**Cell placement**

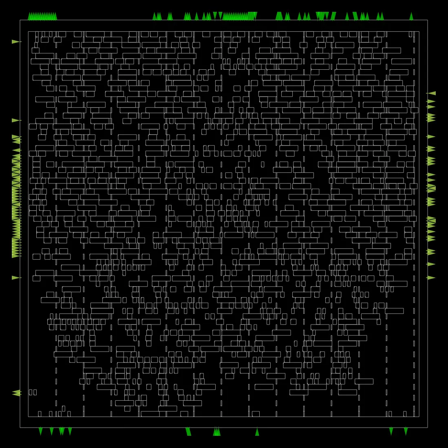
**Sizing map**

Drawn at 2 px/um.
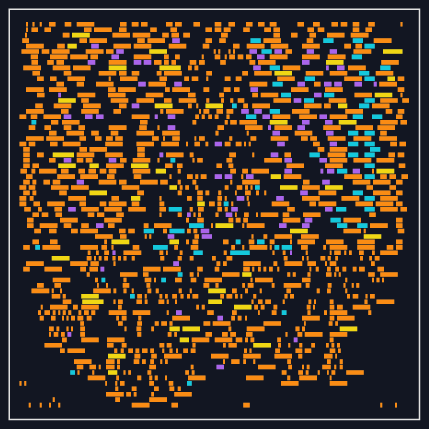
## src/rtl/pll_cfg_pkg.sv

```systemverilog
// Shared types and register map for the PLL configuration sequencer.
package pll_cfg_pkg;

    typedef enum logic [2:0] {
        OFF     = 3'd0,
        LOAD    = 3'd1,
        ACQUIRE = 3'd2,
        LOCKED  = 3'd3,
        QUIESCE = 3'd4,
        FAULT   = 3'd5
    } chan_state_t;

    localparam logic [7:0] CH_STRIDE = 8'h20;

    localparam logic [4:0] REG_CTRL   = 5'h00;
    localparam logic [4:0] REG_KP     = 5'h04;
    localparam logic [4:0] REG_KI     = 5'h08;
    localparam logic [4:0] REG_N      = 5'h0C;
    localparam logic [4:0] REG_STATUS = 5'h10;

    localparam int CTRL_EN     = 0;
    localparam int CTRL_APPLY  = 1;
    localparam int CTRL_IRQ_EN = 2;

    localparam int ST_LOCKED    = 0;
    localparam int ST_BUSY      = 1;
    localparam int ST_FAULT     = 2;
    localparam int ST_LOST      = 3;
    localparam int ST_STATE_LSB = 4;

    localparam logic [31:0] ST_W1C_MASK = 32'h0000_000C;

endpackage

```

## src/rtl/pll_chan_seq.sv

```systemverilog
// One PLL channel: lock synchroniser, shadow/active gains, sticky status
// and the off/load/acquire/locked/quiesce/fault sequencer.
module pll_chan_seq
    import pll_cfg_pkg::*;
#(
    parameter int KP_W        = 16,
    parameter int KI_W        = 16,
    parameter int N_W         = 8,
    parameter int SETTLE_CYC  = 16,
    parameter int LOCK_CYC    = 64,
    parameter int TIMEOUT_CYC = 4096
) (
    input  logic            clk,
    input  logic            rst,
    input  logic            wr_i,
    input  logic [4:0]      off_i,
    input  logic [31:0]     wdata_i,
    input  logic            lock_raw_i,
    output logic [31:0]     rdata_o,
    output logic            pll_enable_o,
    output logic [KP_W-1:0] kp_o,
    output logic [KI_W-1:0] ki_o,
    output logic [N_W-1:0]  n_o,
    output logic            irq_req_o
);

    localparam int LCW = $clog2(LOCK_CYC) + 1;
    localparam int TCW = $clog2(TIMEOUT_CYC) + 1;
    localparam int SCW = $clog2(SETTLE_CYC) + 1;

    localparam logic [LCW-1:0] LOCK_MAX  = LCW'(LOCK_CYC);
    localparam logic [LCW-1:0] LOCK_LAST = LCW'(LOCK_CYC - 1);
    localparam logic [TCW-1:0] TO_MAX    = TCW'(TIMEOUT_CYC);
    localparam logic [TCW-1:0] TO_LAST   = TCW'(TIMEOUT_CYC - 1);
    // The load cycle also holds the PLL off, so quiesce is one cycle shorter.
    localparam int             Q_LAST    = (SETTLE_CYC >= 2) ? SETTLE_CYC - 2 : 0;
    localparam logic [SCW-1:0] SET_LAST  = SCW'(Q_LAST);
    localparam chan_state_t    APPLY_TGT = (SETTLE_CYC >= 2) ? QUIESCE : LOAD;

    chan_state_t      state_q, state_d;
    logic             en_q, en_d;
    logic             irq_en_q, irq_en_d;
    logic [KP_W-1:0]  kp_sh_q, kp_sh_d, kp_q, kp_d;
    logic [KI_W-1:0]  ki_sh_q, ki_sh_d, ki_q, ki_d;
    logic [N_W-1:0]   n_sh_q, n_sh_d, n_q, n_d;
    logic             sync1_q, lock_q;
    logic [LCW-1:0]   lock_cnt_q, lock_cnt_d;
    logic [TCW-1:0]   to_cnt_q, to_cnt_d;
    logic [SCW-1:0]   set_cnt_q, set_cnt_d;
    logic             fault_q, fault_d, lost_q, lost_d;
    logic             wr_ctrl, wr_st, apply, load;
    logic             fault_set, lost_set;
    logic [31:0]      status;
    logic             unused_wd;

    assign wr_ctrl   = wr_i && (off_i == REG_CTRL);
    assign wr_st     = wr_i && (off_i == REG_STATUS);
    assign apply     = wr_ctrl && wdata_i[CTRL_APPLY];
    assign unused_wd = ^wdata_i;

    always_comb begin
        en_d       = wr_ctrl ? wdata_i[CTRL_EN] : en_q;
        irq_en_d   = wr_ctrl ? wdata_i[CTRL_IRQ_EN] : irq_en_q;
        kp_sh_d    = (wr_i && off_i == REG_KP) ? wdata_i[KP_W-1:0] : kp_sh_q;
        ki_sh_d    = (wr_i && off_i == REG_KI) ? wdata_i[KI_W-1:0] : ki_sh_q;
        n_sh_d     = (wr_i && off_i == REG_N) ? wdata_i[N_W-1:0] : n_sh_q;
        state_d    = state_q;
        lock_cnt_d = lock_cnt_q;
        to_cnt_d   = to_cnt_q;
        set_cnt_d  = set_cnt_q;
        load       = 1'b0;
        fault_set  = 1'b0;
        lost_set   = 1'b0;
        if (!en_d) begin
            state_d = OFF;
            load    = (state_q == OFF) && apply;
        end else begin
            unique case (state_q)
                OFF: state_d = LOAD;
                LOAD: begin
                    load       = 1'b1;
                    lock_cnt_d = '0;
                    to_cnt_d   = '0;
                    state_d    = ACQUIRE;
                end
                ACQUIRE: begin
                    if (apply) begin
                        set_cnt_d = '0;
                        state_d   = APPLY_TGT;
                    end else begin
                        if (!lock_q)
                            lock_cnt_d = '0;
                        else if (lock_cnt_q != LOCK_MAX)
                            lock_cnt_d = lock_cnt_q + LCW'(1);
                        if (to_cnt_q != TO_MAX)
                            to_cnt_d = to_cnt_q + TCW'(1);
                        if (lock_q && lock_cnt_q >= LOCK_LAST) begin
                            state_d = LOCKED;
                        end else if (to_cnt_q >= TO_LAST) begin
                            state_d   = FAULT;
                            fault_set = 1'b1;
                        end
                    end
                end
                LOCKED: begin
                    if (apply) begin
                        set_cnt_d = '0;
                        state_d   = APPLY_TGT;
                    end else if (!lock_q) begin
                        lock_cnt_d = '0;
                        to_cnt_d   = '0;
                        lost_set   = 1'b1;
                        state_d    = ACQUIRE;
                    end
                end
                QUIESCE: begin
                    if (set_cnt_q >= SET_LAST)
                        state_d = LOAD;
                    else
                        set_cnt_d = set_cnt_q + SCW'(1);
                end
                FAULT: if (apply) state_d = LOAD;
                default: state_d = OFF;
            endcase
        end
        kp_d    = load ? kp_sh_q : kp_q;
        ki_d    = load ? ki_sh_q : ki_q;
        n_d     = load ? n_sh_q : n_q;
        // A hardware set beats a same-cycle clear.
        fault_d = fault_set | (fault_q & ~(wr_st & wdata_i[ST_FAULT]));
        lost_d  = lost_set | (lost_q & ~(wr_st & wdata_i[ST_LOST]));
    end

    always_ff @(posedge clk or posedge rst) begin
        if (rst) begin
            state_q    <= OFF;
            en_q       <= 1'b0;
            irq_en_q   <= 1'b0;
            kp_sh_q    <= '0;
            ki_sh_q    <= '0;
            n_sh_q     <= '0;
            kp_q       <= '0;
            ki_q       <= '0;
            n_q        <= '0;
            sync1_q    <= 1'b0;
            lock_q     <= 1'b0;
            lock_cnt_q <= '0;
            to_cnt_q   <= '0;
            set_cnt_q  <= '0;
            fault_q    <= 1'b0;
            lost_q     <= 1'b0;
        end else begin
            state_q    <= state_d;
            en_q       <= en_d;
            irq_en_q   <= irq_en_d;
            kp_sh_q    <= kp_sh_d;
            ki_sh_q    <= ki_sh_d;
            n_sh_q     <= n_sh_d;
            kp_q       <= kp_d;
            ki_q       <= ki_d;
            n_q        <= n_d;
            sync1_q    <= lock_raw_i;
            lock_q     <= sync1_q;
            lock_cnt_q <= lock_cnt_d;
            to_cnt_q   <= to_cnt_d;
            set_cnt_q  <= set_cnt_d;
            fault_q    <= fault_d;
            lost_q     <= lost_d;
        end
    end

    always_comb begin
        status                      = '0;
        status[ST_LOCKED]           = (state_q == LOCKED);
        status[ST_BUSY]             = state_q inside {QUIESCE, LOAD, ACQUIRE};
        status[ST_FAULT]            = fault_q;
        status[ST_LOST]             = lost_q;
        status[ST_STATE_LSB +: 3]   = state_q;
        rdata_o = '0;
        case (off_i)
            REG_CTRL: begin
                rdata_o[CTRL_EN]     = en_q;
                rdata_o[CTRL_IRQ_EN] = irq_en_q;
            end
            REG_KP:     rdata_o = 32'(kp_sh_q);
            REG_KI:     rdata_o = 32'(ki_sh_q);
            REG_N:      rdata_o = 32'(n_sh_q);
            REG_STATUS: rdata_o = status;
            default:    rdata_o = '0;
        endcase
    end

    assign pll_enable_o = (state_q == ACQUIRE) || (state_q == LOCKED);
    assign kp_o         = kp_q;
    assign ki_o         = ki_q;
    assign n_o          = n_q;
    assign irq_req_o    = irq_en_q & (fault_q | lost_q);

endmodule

```

## src/rtl/pll_cfg_seq.sv

```systemverilog
// Register front end for N_CH PLL channel sequencers: address decode,
// access errors, read mux and the shared interrupt.
module pll_cfg_seq
    import pll_cfg_pkg::*;
#(
    parameter int N_CH        = 2,
    parameter int KP_W        = 16,
    parameter int KI_W        = 16,
    parameter int N_W         = 8,
    parameter int SETTLE_CYC  = 16,
    parameter int LOCK_CYC    = 64,
    parameter int TIMEOUT_CYC = 4096
) (
    input  logic                 clk,
    input  logic                 rst,
    input  logic                 wen,
    input  logic                 ren,
    input  logic [7:0]           addr,
    input  logic [31:0]          wdata,
    output logic [31:0]          rdata,
    output logic                 error,
    input  logic [N_CH-1:0]      pll_lock_raw,
    output logic [N_CH-1:0]      pll_enable,
    output logic [N_CH*KP_W-1:0] kp,
    output logic [N_CH*KI_W-1:0] ki,
    output logic [N_CH*N_W-1:0]  n,
    output logic                 irq
);

    logic [2:0]      ch;
    logic [4:0]      off;
    logic            bad;
    logic [31:0]     rd_ch [N_CH];
    logic [N_CH-1:0] irq_req;
    logic            irq_q;

    assign ch  = addr[7:5];
    assign off = addr[4:0];

    always_comb begin
        bad = (addr[1:0] != 2'b00) ||
              (int'(ch) >= N_CH) ||
              (off > REG_STATUS) ||
              (wen && off == REG_STATUS && (wdata & ~ST_W1C_MASK) != '0);
        error = (wen || ren) && bad;
    end

    for (genvar c = 0; c < N_CH; c++) begin : g_ch
        pll_chan_seq #(
            .KP_W        (KP_W),
            .KI_W        (KI_W),
            .N_W         (N_W),
            .SETTLE_CYC  (SETTLE_CYC),
            .LOCK_CYC    (LOCK_CYC),
            .TIMEOUT_CYC (TIMEOUT_CYC)
        ) u_chan (
            .clk          (clk),
            .rst          (rst),
            .wr_i         (wen && !bad && ch == 3'(c)),
            .off_i        (off),
            .wdata_i      (wdata),
            .lock_raw_i   (pll_lock_raw[c]),
            .rdata_o      (rd_ch[c]),
            .pll_enable_o (pll_enable[c]),
            .kp_o         (kp[c*KP_W +: KP_W]),
            .ki_o         (ki[c*KI_W +: KI_W]),
            .n_o          (n[c*N_W +: N_W]),
            .irq_req_o    (irq_req[c])
        );
    end

    always_comb begin
        rdata = '0;
        if (ren && !bad) begin
            for (int c = 0; c < N_CH; c++) begin
                if (int'(ch) == c)
                    rdata = rd_ch[c];
            end
        end
    end

    always_ff @(posedge clk or posedge rst) begin
        if (rst)
            irq_q <= 1'b0;
        else
            irq_q <= |irq_req;
    end

    assign irq = irq_q;

endmodule
```

## config.mk

```make
export PLATFORM = sky130hd
export DESIGN_NAME = pll_cfg_seq
export DESIGN_NICKNAME = d
export VERILOG_FILES = /design/src/rtl/pll_cfg_pkg.sv /design/src/rtl/pll_chan_seq.sv /design/src/rtl/pll_cfg_seq.sv
export SDC_FILE = /design/constraint.sdc
export NUM_CORES = 1
export LEC_CHECK = 0
export CAP_MARGIN = 40
export CELL_PAD_IN_SITES_DETAIL_PLACEMENT = 1
export CELL_PAD_IN_SITES_GLOBAL_PLACEMENT = 2
export CORE_MARGIN = 4
export CORE_UTILIZATION = 30
export CTS_CLUSTER_DIAMETER = 100
export DETAILED_ROUTE_END_ITERATION = 8
export HOLD_SLACK_MARGIN = 0.15
export PLACE_DENSITY_LB_ADDON = 0.1
export SLEW_MARGIN = 20
export SYNTH_ARGS = -nofsm -noshare
export SYNTH_HDL_FRONTEND = slang
export SYNTH_SLANG_ARGS = --single-unit
```

## constraint.sdc

```tcl
create_clock -name clk -period 10.2 [get_ports clk]
set_input_delay 2.55 -clock clk [delete_from_list [all_inputs] [get_ports clk]]
set_output_delay 2.55 -clock clk [all_outputs]
set_load 0.005 [all_outputs]
```

==> results.ini <==
[run_status]
outcome=finished, final reports clean

[setup_path]
worst-path-max-fanout=18
worst-setup-path-type=in -> out
startpoint_type=input pin

[power]
p_seq_frac=0.448
swShare=0.227
power_leakage_nw=6.53
p_comb_frac=0.041
power_leader=the clock network
p_int_mw=1.59
power_density_mw_per_mm2=142
p_clk_frac=0.511

[synth]
top_cell=dfrtp_1
edf_count=0
syn_inst=991
yosys_area_mm2=0.0116
synthTopCellsByArea=dfrtp_1 50%, mux2_2 6.3%, mux2_1 5.9%
top_area_cell=dfrtp_1
yosysUniqueCellTypes=83
yosysCellCount=991
yosys_most_used_dff=dfrtp_1
async_reset_ff_frac=1.00
top_cells_by_count=229 x dfrtp_1, 65 x mux2_2, 61 x mux2_1, 49 x nor2_1, 45 x nand2_1
ys.flops=229
synthesis.area_mm2=0.0116

[timing]
tightest_slew_ns=0.842
setup_violations=0
relSlewSlack=0.431
min_period_ns=8.84
rsz0062_at_grt=no
finalClockSkew_ns=0.0255

[clock_tree]
post_cts_resized=0
cts_inserted_buffers=29
cts_root_buf=clkbuf_16
ctsHoldBuffers=0
cts.sinks=229

[finish]
final_net_count=1196
syn_to_final_growth_pct=26.0
layout-drive-gt1-share=0.170
instances_no_fill=1671

[drt]
wl_per_cell_um=22.0
firstDrtPassIters=4
route.detailed.drc=0
finalWirelength_um=36700
via_per_inst=5.18
drt_iter0_markers=482

[global_route]
gr-total-overflow=0
grt_pass1_wl_um=57300
grt_start_max_net_pins=87
grt_pass1_vias=9059
antenna_found_initial=3

[place]
placed_cells=1615
gp_congestion=0.824

[flow_run]
tool_warnings=32
maxCapViolCount=0

[die]
core_area_mm2=0.0378
die_y_um=204
ios=162
chipArea_mm2=0.0418

About 'cell placement':
Seq area share: 0.393
Final Util: 0.385

About 'sizing map':
_2 cells: marked purple, cells 86, most used mux2_2. _6 and larger: marked yellow, cells 48, most used clkbuf_16. _3 and _4 cells: marked cyan, cells 63, most used mux2_4. _0 and _1 cells: marked orange, cells 962, most used dfrtp_1.
nonclk buf count: 167
Final Cell Area: 0.0146 mm2

[cell families (layout without fill, tap and decap cells)]
family,count (synthesis),in the layout,synth area share
AND/OR/NAND/NOR,271,271,0.132
other,1,17,0.000324
XOR/XNOR,1,1,0.000757
flip-flops,229,229,0.495
adder cells (fa/ha/maj),12,12,0.0130
AND-OR/OR-AND,199,199,0.122
multiplexers,189,189,0.195
buffers and inverters,89,242,0.0413
[registers in the layout, indices dropped and copies added, names as in the netlist]
name and flops:
g_ch.u_chan.ki_o 32, g_ch.u_chan.ki_sh_q 32, g_ch.u_chan.kp_o 32, g_ch.u_chan.kp_sh_q 32, g_ch.u_chan.to_cnt_q 26, g_ch.u_chan.n_o 16, g_ch.u_chan.n_sh_q 16, g_ch.u_chan.lock_cnt_q 14
g_ch.u_chan.set_cnt_q 10, g_ch.u_chan.state_q 6, g_ch.u_chan.en_q 2, g_ch.u_chan.fault_q 2, g_ch.u_chan.irq_en_q 2, g_ch.u_chan.lock_q 2, g_ch.u_chan.lost_q 2, g_ch.u_chan.sync1_q 2
irq 1
[cell type report]
class | instances | area, um2
diodes | 1 | 2.50
clock buffers | 42 | 845
clock inverters | 10 | 140
fillers | 4149 | 23300
inverters | 23 | 96.3
multi-input cells | 688 | 5450
flip-flops and latches | 229 | 5730
well taps | 511 | 639
repair buffers | 167 | 1670
[cell usage in the layout (no fill, tap or decap), types with 7 or more instances in the layout]
cell type,instances
and3_1,11
a221oi_1,8
mux2_4,41
and2_1,11
buf_4,14
nor2_1,49
o41ai_1,8
nand2_1,45
conb_1,16
nor3_1,18
o31ai_1,34
ha_1,12
nand3_1,33
a22o_1,10
inv_1,19
a21oi_1,34
nand4_1,20
mux2_2,65
mux2i_1,22
nand2b_1,7
or4_1,13
clkbuf_16,29
clkdlybuf4s50_1,145
clkbuf_8,8
o21ai_0,35
a22oi_1,8
a2bb2oi_1,9
dfrtp_1,229
mux2_1,61
nor4_1,16
[through the flow]
step	utilization	power (mW)	hold slack, ns
after floorplan	-	0.979	0.331
after global placement	0.356	1.02	0.332
after detailed placement	0.358	1.03	0.339
after CTS	0.384	2.10	0.352
after global routing	0.385	2.15	0.363
final	0.385	2.06	0.351
[metal layers]
layer,share of wire,up-vias,track usage
met5,0.00087,-,0
met2,0.42,172,0.249
met1,0.50,4431,0.272
met4,0.015,6,0.0342
met3,0.063,44,0.0341
li1,-,3999,-
[worst max-delay path, cell delays in order]
cell and delay [ns]:
clkdlybuf4s50_1 0.84, nor4_4 0.62, and2_1 0.63, o21a_1 0.37, a21o_1 0.51, a311oi_1 0.21
clkdlybuf4s50_1 0.55
[worst paths after layout]
check | startpoint | end | slack (ns) | cells past startpoint
worst max-delay path | addr[2] | rdata[0] | 1.36 | 7
worst min-delay path | g_ch[0].u_chan.sync1_q | g_ch[0].u_chan.lock_q | 0.35 | 0
worst max register to register | g_ch[1].u_chan.state_q[0] | g_ch[1].u_chan.set_cnt_q[2] | 7.29 | 5
worst min register to register | g_ch[0].u_chan.sync1_q | g_ch[0].u_chan.lock_q | 0.35 | 0
max in group asynchronous | rst | g_ch[1].u_chan.to_cnt_q[12] | 6.75 | 3
min in group asynchronous | rst | g_ch[0].u_chan.ki_o[7] | 2.39 | 2
Power is estimated from default activity; no workload was simulated.
